### The metal 1 layer, run 1

Drawn at 4 px/µm.
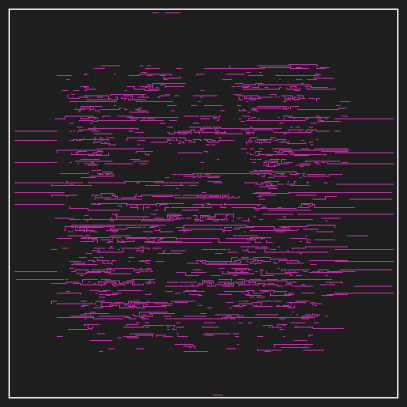
### Zoomed window, run 1

Window x 12 to 37, y 60 to 85 µm. Cells in gray, sequential cells in the stronger gray; small squares are vias.
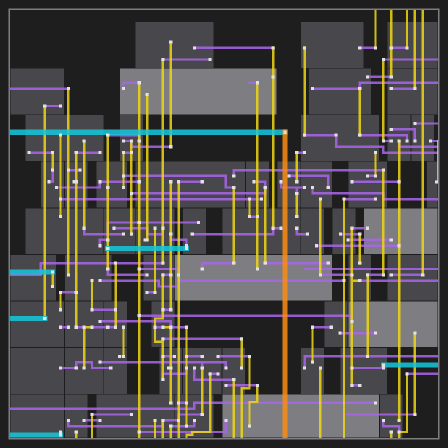
### Routing congestion, run 1

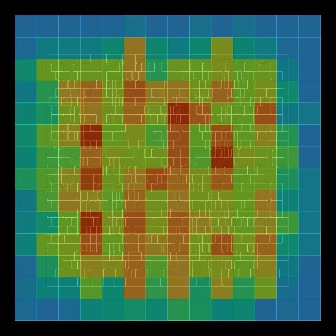
**src/rtl/gnn_neighbor_aggregator.sv**
```systemverilog
// -----------------------------------------------------------------------------
// gnn_neighbor_aggregator
//
// Sequencing stage for the GNN datapath. For every destination node it scans
// one adjacency row, one source per cycle. It issues a feature-memory read for
// each neighbour and sums the returned feature vectors lane-wise. Each node's
// sum is then handed to the combine/update stage.
//
// Optional build macro:
//   GNN_AGG_SELF_LOOP_EN - a node's own feature is always read during its
//                          scan, whether or not its diagonal adjacency bit is
//                          set. It is never read twice.
//
// Ports:
//   clk          in   clock
//   reset        in   asynchronous, active-high reset
//   start        in   one-cycle pulse; starts a full-graph pass (IDLE only)
//   busy         out  FSM is not in IDLE
//   done         out  one-cycle pulse after the last node's output handshake
//   adj_row_addr out  adjacency row index (current destination node)
//   adj_row_in   in   adjacency row for adj_row_addr (combinational read)
//   feat_addr    out  feature memory source index
//   feat_rd_en   out  feature read strobe
//   feat_data    in   feature vector, valid one cycle after feat_rd_en
//   out_valid    out  aggregated result valid
//   out_ready    in   downstream accept
//   out_node     out  destination node of out_data
//   out_data     out  lane-wise neighbour sum, lane 0 in the LSBs
//
// Output handshake: a result transfers on any cycle where out_valid and
// out_ready are both high. While out_valid is high and out_ready is low,
// out_node and out_data hold their values. The result is never withdrawn.
// out_ready is ignored whenever out_valid is low.
// -----------------------------------------------------------------------------
module gnn_neighbor_aggregator #(
    parameter int NUM_NODES = 4,
    parameter int NUM_FEAT  = 3,
    parameter int FEAT_W    = 8,
    parameter int ACC_W     = FEAT_W + $clog2(NUM_NODES + 1),
    localparam int IDX_W    = $clog2(NUM_NODES)
) (
    input  logic                        clk,
    input  logic                        reset,
    input  logic                        start,
    output logic                        busy,
    output logic                        done,
    output logic [IDX_W-1:0]            adj_row_addr,
    input  logic [NUM_NODES-1:0]        adj_row_in,
    output logic [IDX_W-1:0]            feat_addr,
    output logic                        feat_rd_en,
    input  logic [NUM_FEAT*FEAT_W-1:0]  feat_data,
    output logic                        out_valid,
    input  logic                        out_ready,
    output logic [IDX_W-1:0]            out_node,
    output logic [NUM_FEAT*ACC_W-1:0]   out_data
);

    localparam logic [IDX_W-1:0] LAST_IDX = IDX_W'(NUM_NODES - 1);

    typedef enum logic [1:0] {
        S_IDLE  = 2'd0,
        S_SCAN  = 2'd1,
        S_DRAIN = 2'd2,
        S_OUT   = 2'd3
    } state_t;

    state_t             state;
    state_t             state_next;
    logic [IDX_W-1:0]   node;
    logic [IDX_W-1:0]   src;
    logic               rd_pend;
    logic               done_q;
    logic [ACC_W-1:0]   acc [NUM_FEAT];

    // Decoded control from the next-state logic.
    logic               rd_sel;      // read the current source this cycle
    logic               clear_acc;   // a new node scan starts next cycle
    logic               node_hs;     // output handshake this cycle
    logic               pass_end;    // handshake of the last node

    // ---------------------------------------------------------------------
    // FSM state register
    // ---------------------------------------------------------------------
    always_ff @(posedge clk or posedge reset) begin
        if (reset) begin
            state <= S_IDLE;
        end else begin
            state <= state_next;
        end
    end

    // ---------------------------------------------------------------------
    // FSM next-state and control decode
    // ---------------------------------------------------------------------
    always_comb begin
        state_next = state;
        rd_sel     = 1'b0;
        clear_acc  = 1'b0;
        node_hs    = 1'b0;
        pass_end   = 1'b0;
        case (state)
            S_IDLE: begin
                if (start) begin
                    state_next = S_SCAN;
                    clear_acc  = 1'b1;
                end
            end
            S_SCAN: begin
`ifdef GNN_AGG_SELF_LOOP_EN
                // OR-ing in the diagonal means a set diagonal bit still
                // produces exactly one read.
                rd_sel = adj_row_in[src] | (src == node);
`else
                rd_sel = adj_row_in[src];
`endif
                if (src == LAST_IDX) begin
                    state_next = S_DRAIN;
                end
            end
            S_DRAIN: begin
                // The read issued for the last source is absorbed here.
                state_next = S_OUT;
            end
            S_OUT: begin
                if (out_ready) begin
                    node_hs = 1'b1;
                    if (node == LAST_IDX) begin
                        state_next = S_IDLE;
                        pass_end   = 1'b1;
                    end else begin
                        state_next = S_SCAN;
                        clear_acc  = 1'b1;
                    end
                end
            end
            default: begin
                state_next = S_IDLE;
            end
        endcase
    end

    // ---------------------------------------------------------------------
    // Index counters, read pipeline and accumulators
    // ---------------------------------------------------------------------
    always_ff @(posedge clk or posedge reset) begin
        if (reset) begin
            node    <= '0;
            src     <= '0;
            rd_pend <= 1'b0;
            done_q  <= 1'b0;
            for (int k = 0; k < NUM_FEAT; k++) begin
                acc[k] <= '0;
            end
        end else begin
            // feat_data returns one cycle after the strobe, so a registered
            // copy of the strobe marks the cycle in which to add it.
            rd_pend <= rd_sel;
            done_q  <= pass_end;

            if (state == S_IDLE && start) begin
                node <= '0;
            end else if (node_hs) begin
                node <= (node == LAST_IDX) ? '0 : node + 1'b1;
            end

            if (clear_acc) begin
                src <= '0;
            end else if (state == S_SCAN) begin
                src <= (src == LAST_IDX) ? '0 : src + 1'b1;
            end

            // rd_pend is always low when clear_acc fires (IDLE or OUT), so
            // giving clear priority cannot drop a returned feature.
            for (int k = 0; k < NUM_FEAT; k++) begin
                if (clear_acc) begin
                    acc[k] <= '0;
                end else if (rd_pend) begin
                    acc[k] <= acc[k] + ACC_W'(feat_data[k*FEAT_W +: FEAT_W]);
                end
            end
        end
    end

    // ---------------------------------------------------------------------
    // Outputs
    // ---------------------------------------------------------------------
    always_comb begin
        out_data = '0;
        for (int k = 0; k < NUM_FEAT; k++) begin
            out_data[k*ACC_W +: ACC_W] = acc[k];
        end
    end

    assign busy         = (state != S_IDLE);
    assign done         = done_q;
    assign adj_row_addr = node;
    assign feat_addr    = src;
    assign feat_rd_en   = rd_sel;
    assign out_valid    = (state == S_OUT);
    assign out_node     = node;

endmodule
```
**config.mk**
```make
export PLATFORM = sky130hd
export DESIGN_NAME = gnn_neighbor_aggregator
export DESIGN_NICKNAME = d
export VERILOG_FILES = /design/src/rtl/gnn_neighbor_aggregator.sv
export SDC_FILE = /design/constraint.sdc
export NUM_CORES = 1
export LEC_CHECK = 0
export ABC_AREA = 1
export CAP_MARGIN = 20
export CORE_MARGIN = 10
export CORE_UTILIZATION = 50
export CTS_BUF_LIST = sky130_fd_sc_hd__clkbuf_4
export CTS_CLUSTER_DIAMETER = 60
export DETAILED_ROUTE_END_ITERATION = 10
export PLACE_DENSITY_LB_ADDON = 0.2
export SLEW_MARGIN = 10
export SYNTH_ARGS = -nofsm -noshare
export SYNTH_HDL_FRONTEND = slang
export SYNTH_SLANG_ARGS = --single-unit
```
**constraint.sdc**
```tcl
create_clock -name clk -period 4.35 [get_ports clk]
set_clock_uncertainty 0.2 [all_clocks]
set_input_delay 1.305 -clock clk [delete_from_list [all_inputs] [get_ports clk]]
set_output_delay 1.305 -clock clk [all_outputs]
set_load 0.01 [all_outputs]
```
==> summary.txt, run 1 <==
flow finished, numbers: clk buf depth 2, top sig layer met4, floorplan net count ~470, simple share between 20 and 30%, Rel. slew slack slightly above 70%, Seq power approximately 670 µW, Worst Hold Path Cells 2, sequential share of power between 20% and 30%, CP Max Fanout 2, Final GP Congestion 0.8501, DP Area between 3000 and 4000 µm², Synth top cell by count nand2_1, Mapped Area 2947 µm², DPL Wire Length 5694 µm, endpoints failing hold 0, Antenna Cells 0, max cap viols 0, Peak supply drop ~0.4 mV, syn avg cell area 7.366 µm², R2R Path Start state[1]$_DFFE_PP0P_, min Tclk post-route between 4 and 5 ns, fin crit share a little over nine tenths, Synth flops between 40 and 50, DR DRC count 0, Detail Route Antenna Nets 0, Comb power 1430 µW, P per Cell Area roughly 620 nW/µm², Post-Route WL 7216 µm, GRT overflow 0, cell type with the largest total area dfrtp_1, Adder Share, Synth 14.78%, FMAX between 0.2 and 0.25 GHz, Synth Warn # 0, die area 9363 µm², # hold bufs at CTS 0, I/O Buffers around 74, Max H-tree Level 2, Worst Min Path Start out_data[3]$_DFFE_PP0P_, cell count after synthesis roughly 400, Tot Pwr ~2400 µW, number of fill cells just under 500, Hold WC Path Type reg -> reg, Unique cell types 28, total track usage between 10% and 20%, vias in the first global route about 2,800, logic area roughly 1700 µm², CTS buffer count 5, pin count of the biggest net entering global routing 25, Hold Path End out_data[3]$_DFFE_PP0P_, TritonCTS clock tree built, met1 GRT Util 19.24%, initial antenna violation count 0, Die Span Y 96.77 µm, DP Cell Count between 500 and 600, # IOs 75, Clock Power Share a little over a tenth, CP required 2.84 ns, r2r endpoint out_data[29]$_DFFE_PP0P_, Detailed Routing Iterations Pass 1 4, Layout Cells excl Fill between 500 and 600, YS chip area 2947 µm², top cells, area dfrtp_1, nand2_1, ha_1, nor2_1, inv_1, routed via count roughly 2,800, final-report max-slew violation count 0, Complex Gates by Area a little under an eighth, CTS sink count between 40 and 50, commonest cells in the netlist nand2_1, nor2_1, dfrtp_1, inv_1, ha_1, global-route wire length before repair roughly 13,000 µm, setup repair after global routing missed its margin no, Clk. pwr between 200 and 300 µW, critical path class in -> out, Switch Pwr around 1100 µW, outcome finished, final reports clean, top power group combinational logic, Core ar. about 5600 µm², worst slack at placement 0.09811 ns, clk root buf clkbuf_4, min setup slack post-route 0.1101 ns, metal2 WL about 3500 µm, Internal ~1300 µW, startpoint types primary input, Layout Cell Area excl Fill about 3800 µm², asr flop ratio synth 100.0%, num rows 27
## Picture notes: 'The metal 1 layer'
share of all routed wire	45%
main direction	horizontal
wire length on this layer	3,280 µm

## Picture notes: 'Zoomed window'
layer	color
metal 4	orange
metal 1	purple
metal 2	yellow
metal 3	cyan
most frequent	clkdlybuf4s50_1 (10), inv_1 (9), nand2_1 (7)
netlist names of flops here include	state (2)
sequential cells in the window	4
cells with their middle in the window	53

## Picture notes: 'Routing congestion'
GRT met2 Usage: 25.61%
Top Usage Layer GRT: met2

## run 1: worst max path at each step
stage	start	endpoint	slack, ns
floorplan	adj_row_in[0]	feat_rd_en	1.11
global placement	adj_row_in[0]	feat_rd_en	0.16
detailed placement	adj_row_in[2]	feat_rd_en	0.1
CTS	adj_row_in[0]	feat_rd_en	0.1
global route	adj_row_in[0]	feat_rd_en	0.02
finish	adj_row_in[0]	feat_rd_en	0.11
## run 1: final cells by class
type / instances / share of cell area, %
Tap cell: 72 / 2.350
Clock buffer: 5 / 0.9791
Inverter: 42 / 4.178
Clock inverter: 3 / 1.077
Timing Repair Buffer: 76 / 20.23
Sequential cell: 41 / 26.76
Multi-Input combinational cell: 309 / 44.42
## run 1: state kept, by name, indices dropped and copies added (netlist names)
register and cells:
done 1, rd_pend 1, adj_row_addr 2, state 2, out_data 33, feat_addr 2
## run 1: placed cells by master, fill, tap and decap left out
cell type,netlist,layout
a22o_1,6,6
dfrtp_1,41,41
nand2_1,125,125
nand3_1,29,29
fa_1,3,3
buf_16,0,1
o21ai_0,24,24
nand3_4,1,1
ha_1,30,30
a21oi_1,21,21
bufinv_16,0,1
inv_4,1,1
buf_4,2,1
xor2_1,6,6
inv_1,40,39
a31oi_1,1,1
o211ai_1,1,1
o21bai_1,1,1
a21boi_0,3,3
clkbuf_4,0,5
nand2_4,1,1
nor2_1,44,44
clkdlybuf4s50_1,0,74
clkinv_1,0,2
o22ai_1,1,1
nand4_1,2,2
or2_2,3,3
clkinvlp_4,0,1
inv_2,1,1
nand2_2,4,4
o21ai_1,1,1
xnor2_1,2,2
## run 1: worst max-delay path, stage by stage
cell,delay [ns]
clkdlybuf4s50_1,0.46
nor2_1,0.04
nor2_1,0.09
o21ai_0,0.09
a21oi_1,0.18
clkdlybuf4s50_1,0.57
### Drive-strength map, run 1

Drawn at 4 px/µm.
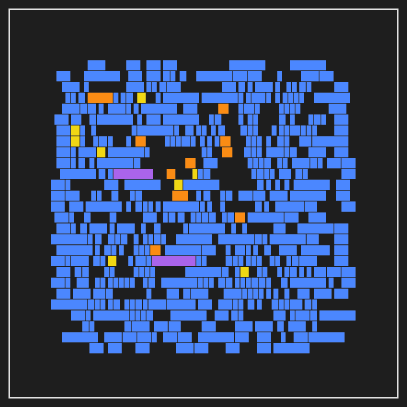

--- run 2 (diff from run 1) ---
--- a/config.mk
+++ b/config.mk
@@ -12,7 +12,7 @@
 export CTS_BUF_LIST = sky130_fd_sc_hd__clkbuf_4
 export CTS_CLUSTER_DIAMETER = 60
 export DETAILED_ROUTE_END_ITERATION = 10
-export PLACE_DENSITY_LB_ADDON = 0.2
+export PLACE_DENSITY_LB_ADDON = 0.1
 export SLEW_MARGIN = 10
 export SYNTH_ARGS = -nofsm -noshare
 export SYNTH_HDL_FRONTEND = slang
### Drive-strength map, run 2

Drawn at 4 px/µm.
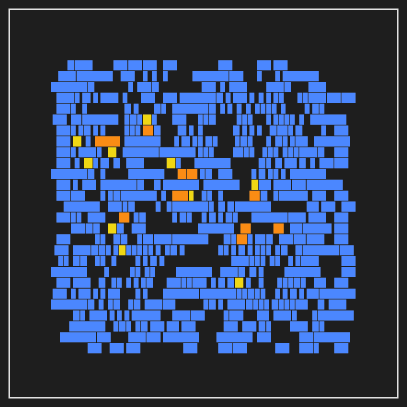
size	color	cells	share
_0 and _1 cells	blue	455	96%
_2 cells	yellow	10	2.1%
_3 and _4 cells	orange	10	2.1%
Layout Cell Area excl Fill: 3782 µm²
count of plain and timing-repair buffers in the layout: 75
Layout area overhead: 28.37%
min setup slack post-route: 0.08222 ns

### Routing congestion, run 2

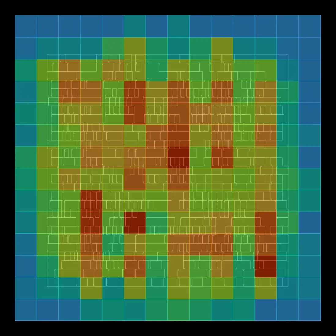
GR Util met3: 5.252%
routed length per instance: 13.60 µm
met1 GRT Util: 17.93%
GRT met2 Usage: 26.28%
Final Util: 67.45%

==> summary.txt, run 2 <==
flow finished, numbers: cell count after synthesis 400 (unchanged), Leak ~0.002 µW, DPL Wire Length 5862 µm (+3.0%), metal2 WL 3634 µm (+5.3%), die area 9363 µm² (unchanged), Rel. slew slack 48.78% (-24 points), GRT overflow 0 (unchanged), highest-delay cell along the critical path clkdlybuf4s50_1, P per Cell Area 611.6 nW/µm² (-0.63%), syn avg cell area 7.366 µm² (unchanged), final-report max-slew violation count 0 (unchanged), clk buf depth 2 (unchanged), startpoint types primary input, setup repair after global routing missed its margin no, floorplan net count 465 (unchanged), critical path class in -> out, Clk Latency, worst-skew pair ~0.36 ns, routed via count 2,813 (+0.93%), max cap viols 0 (unchanged), CTS sink count 41 (unchanged), Post-Route WL 7437 µm (+3.1%), outcome finished, final reports clean, Unique cell types 28 (unchanged), # IOs 75 (unchanged), crit-path leading delay family buffers and inverters, Mapped Area 2947 µm² (unchanged), Crit path largest cell delay 0.58 ns (about the same), global-route wire length before repair 12,560 µm (-1.2%), YS chip area 2947 µm² (unchanged), Detailed Routing Iterations Pass 1 4 (unchanged), Layout Cells excl Fill 547 (-0.18%), CTS buffer count 5 (unchanged), initial antenna violation count 0 (unchanged), top sig layer met4, top cells, area dfrtp_1, nand2_1, ha_1, nor2_1, inv_1, Synth Warn # 0 (unchanged), Core ar. 5608 µm² (unchanged), number of fill cells 531 (+7.5%), Die W between 90 and 100 µm, Synth flops 41 (unchanged), I/O Buffers 74 (unchanged), WP buf/inv 2 (unchanged), # hold bufs at CTS 0 (unchanged), Antenna Cells 0 (unchanged), DR DRC count 0 (unchanged), Area leader share 34.82%, vias in the first global route 2,767 (-0.82%), Die Span Y 96.77 µm (unchanged), asr flop ratio synth 100.0% (unchanged), TritonCTS clock tree built, num rows 27 (unchanged), total track usage 15.37% (-0.15 points), CP Max Fanout 2 (unchanged), Commonest Layout Cell nand2_1, FMAX 0.2343 GHz (-0.65%), DP Area 3727 µm² (-0.73%), pin count of the biggest net entering global routing 25 (unchanged), clk root buf clkbuf_4, Synth top cell by count nand2_1, Detail Route Antenna Nets 0 (unchanged), Top Usage Layer GRT met2, commonest cells in the netlist nand2_1, nor2_1, dfrtp_1, inv_1, ha_1, Largest register FFs 33 (unchanged), Peak supply drop 0.3486 mV (-13%), Max H-tree Level 2 (unchanged), DP Cell Count 539 (-0.19%), Final GP Congestion 0.8436 (-0.76%), crit-path cells clkdlybuf4s50_1 -> nor2_1 -> nor2_1 -> o21ai_0 -> a21oi_1 -> clkdlybuf4s50_1, CP required 2.84 ns (about the same), fin crit share 98.11% (+0.64 points), Least-Margin Pin Slew between 0.7 and 0.8 ns, Hold WC Path Type reg -> reg, cell type with the largest total area dfrtp_1, endpoints failing hold 0 (unchanged), worst slack at placement 0.07850 ns (-0.01961 ns)
## run 2: area by class of cell
type | count | area [µm²] | share of cell area (%)
Multi-Input combinational cell | 309 | 1703 | 45.02
Sequential cell | 41 | 1026 | 27.13
Timing Repair Buffer | 75 | 748.2 | 19.78
Inverter | 42 | 160.2 | 4.234
Tap cell | 72 | 90.09 | 2.382
Clock buffer | 6 | 45.04 | 1.191
Clock inverter | 2 | 10.01 | 0.2646
## run 2: final timing paths
path,end,cells past startpoint,from,slack [ns]
min in group asynchronous,adj_row_addr[1]$_DFFE_PP0P_,2,reset,1.08
worst max register to register,out_data[1]$_DFFE_PP0P_,8,state[1]$_DFFE_PP0P_,2.16
worst min-delay path,out_data[17]$_DFFE_PP0P_,2,out_data[17]$_DFFE_PP0P_,0.32
max in group asynchronous,adj_row_addr[0]$_DFFE_PP0P_,3,reset,2.17
worst max-delay path,feat_rd_en,6,adj_row_in[0],0.08
worst min register to register,out_data[17]$_DFFE_PP0P_,2,out_data[17]$_DFFE_PP0P_,0.32
## run 2: cells by family (layout without fill, tap and decap cells)
family,Yosys count,after routing,synth area share [%]
buf+inv,50,125,7.388
xor+xnor,8,8,2.378
compound gates,59,59,11.30
simple gates,209,209,29.34
fa+ha+maj,33,33,14.78
flops,41,41,34.82
## run 2: worst min-delay path, cell delays in order (launching register included)
cell	delay, ns
dfrtp_1	0.39
nand2_1	0.06
nand2_1	0.05
## run 2: metrics by stage
step	total power, µW	hold slack [ns]
floorplan	1610	0.2993
global placement	2083	0.2922
detailed placement	2133	0.2970
CTS	2339	0.3312
global route	2557	0.3557
finish	2313	0.3235
## run 2: power breakdown
group | internal, µW | switching (µW) | leakage (µW)
Sequential | 526 | 149 | 0.000537
Combinational | 636 | 801 | 0.00138
Clock | 68.1 | 133 | 0.0000354
Total | 1230 | 1080 | 0.00195
### Zoomed window, run 2

Window x 12 to 37, y 60 to 85 µm. Cells in gray, sequential cells in the stronger gray; small squares are vias.
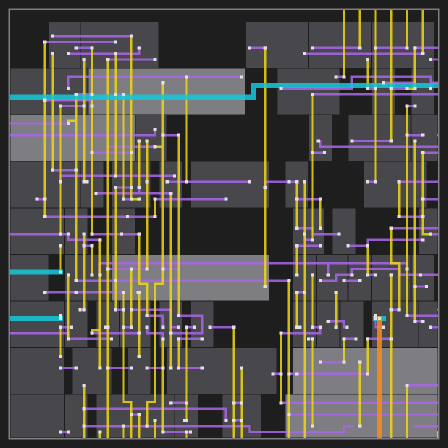

--- run 3 (diff from run 2) ---
--- a/config.mk
+++ b/config.mk
@@ -12,7 +12,8 @@
 export CTS_BUF_LIST = sky130_fd_sc_hd__clkbuf_4
 export CTS_CLUSTER_DIAMETER = 60
 export DETAILED_ROUTE_END_ITERATION = 10
-export PLACE_DENSITY_LB_ADDON = 0.1
+export GPL_ROUTABILITY_DRIVEN = 0
+export PLACE_DENSITY = 0.81
 export SLEW_MARGIN = 10
 export SYNTH_ARGS = -nofsm -noshare
 export SYNTH_HDL_FRONTEND = slang
### Zoomed window, run 3

Window x 12 to 37, y 60 to 85 µm. Cells in gray, sequential cells in the stronger gray; small squares are vias.
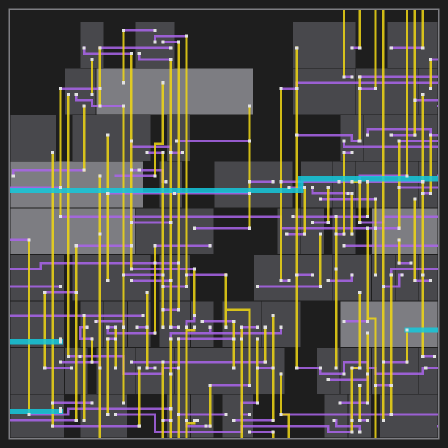

### Placement by cell class, run 3

Drawn at 4 px/µm.
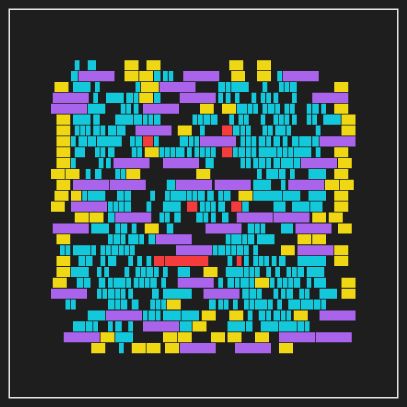
class	color	cells	share of their area
combinational and other logic	cyan	351	50%
sequential cells	purple	41	28%
remaining buffers and delay cells	yellow	75	20%
clock drivers and dummy loads	red	8	2.1%
flop share of the area: 26.94%
num rows: 27
Layout Cell Area excl Fill: 3809 µm²

==> summary.txt, run 3 <==
flow finished, numbers: outcome finished, final reports clean, hold_ws 0.3325 ns (+0.008998 ns), clk root buf clkbuf_4, total track usage 15.93% (+0.56 points), Synth flops 41 (unchanged), Leak 0.001977 µW (+1.2%), Layout area overhead 29.26%, syn avg cell area 7.366 µm² (unchanged), vias in the first global route 2,762 (-0.18%), Area leader share 34.82% (unchanged), endpoints failing hold 0 (unchanged), CTS sink count 41 (unchanged), Largest register FFs 33 (unchanged), Hold WC Path Type reg -> reg, cell type with the largest total area dfrtp_1, Mapped Area 2947 µm² (unchanged), floorplan net count 465 (unchanged), Core ar. 5608 µm² (unchanged), DPL Wire Length 5773 µm (-1.5%), R2R Path Start state[1]$_DFFE_PP0P_, cells on worst reg2reg path 9 (+1), FMAX 0.2576 GHz (+9.9%), crit-path leading delay family buffers and inverters, YS chip area 2947 µm² (unchanged), max cap viols 0 (unchanged), Rel. slew slack 64.20% (+15 points), clk buf depth 2 (unchanged), Max H-tree Level 2 (unchanged), FF-to-FF setup slack 2.13 ns (-0.03 ns), min setup slack post-route 0.4676 ns (+0.3854 ns), register area 1026 µm² (unchanged), Least-Margin Pin Slew 0.5370 ns (-0.2267 ns), Commonest Layout Cell nand2_1, critical path class in -> out, Antenna Cells 0 (unchanged), TritonCTS clock tree built, die area 9363 µm² (unchanged), routed via count 2,782 (-1.1%), Post-Route WL 7538 µm (+1.4%), CTS buffer count 5 (unchanged), setup repair after global routing missed its margin no, commonest cells in the netlist nand2_1, nor2_1, dfrtp_1, inv_1, ha_1, GRT overflow 0 (unchanged), P per Cell Area 622.9 nW/µm² (+1.8%), WP buf/inv 2 (unchanged), initial antenna violation count 0 (unchanged), pin count of the biggest net entering global routing 42 (+68%), I/O Buffers 74 (unchanged), number of fill cells 490 (-7.7%), CP Max Fanout 2 (unchanged), fin crit share 89.25% (-8.9 points), highest-delay cell along the critical path clkdlybuf4s50_1, DP Area 3727 µm² (unchanged), DR DRC count 0 (unchanged), Worst Min Path Start out_data[13]$_DFFE_PP0P_, # IOs 75 (unchanged), asr flop ratio synth 100.0% (unchanged)
run 3: cell counts after synthesis:
Identical to the previous run, type by type.
run 3: where the power goes:
part           internal [µW]  switching (µW)
logic                    635             805
registers                526             146
clock network            119             141
run 3: area by class of cell:
cell class                      count  area share, %
Multi-Input combinational cell    309          44.71
Sequential cell                    41          26.94
Timing Repair Buffer               75          19.71
Inverter                           42          4.205
Tap cell                           72          2.365
Clock inverter                      3          1.084
Clock buffer                        5         0.9855
run 3: worst max-delay path by stage:
stage,start,to,slack (ns),cells after the start
after floorplan,adj_row_in[0],feat_rd_en,1.11,4
after detailed placement,adj_row_in[2],feat_rd_en,0.1,6
after CTS,adj_row_in[2],feat_rd_en,0.09,6
after global routing,adj_row_in[2],feat_rd_en,0.38,6
final,adj_row_in[2],feat_rd_en,0.47,6
after global placement,adj_row_in[0],feat_rd_en,0.17,6
run 3: metal layers:
layer	GRT usage (%)	vias up	wire (µm)
li1	-	1439	-
met4	3.495	0	75
met2	27.51	59	3649
met1	18.85	1276	3398
met5	0	-	0
met3	4.826	8	415
run 3: worst register-to-register path, cell delays in order, from the launching register on:
cell and delay, ns:
dfrtp_1 0.43, inv_1 0.10, ha_1 0.21, nand2_2 0.10, nand2_1 0.09, nand3_4 0.18
nand2_2 0.23, inv_2 0.33, nand2_1 0.11, o21ai_0 0.18
run 3: what timing repair did:
action | in CTS | in global routing
hold buffers | 0 | 0
setup endpoints to repair | 0 | 1
gates resized | 0 | 1
run 3: logic make-up after synthesis:
logic type / share of synthesized area [%]
simple gates: 29.34
compound gates: 11.30
buf+inv: 7.388
flops: 34.82
fa+ha+maj: 14.78
xor+xnor: 2.378
Power and IR drop assume default switching activity.
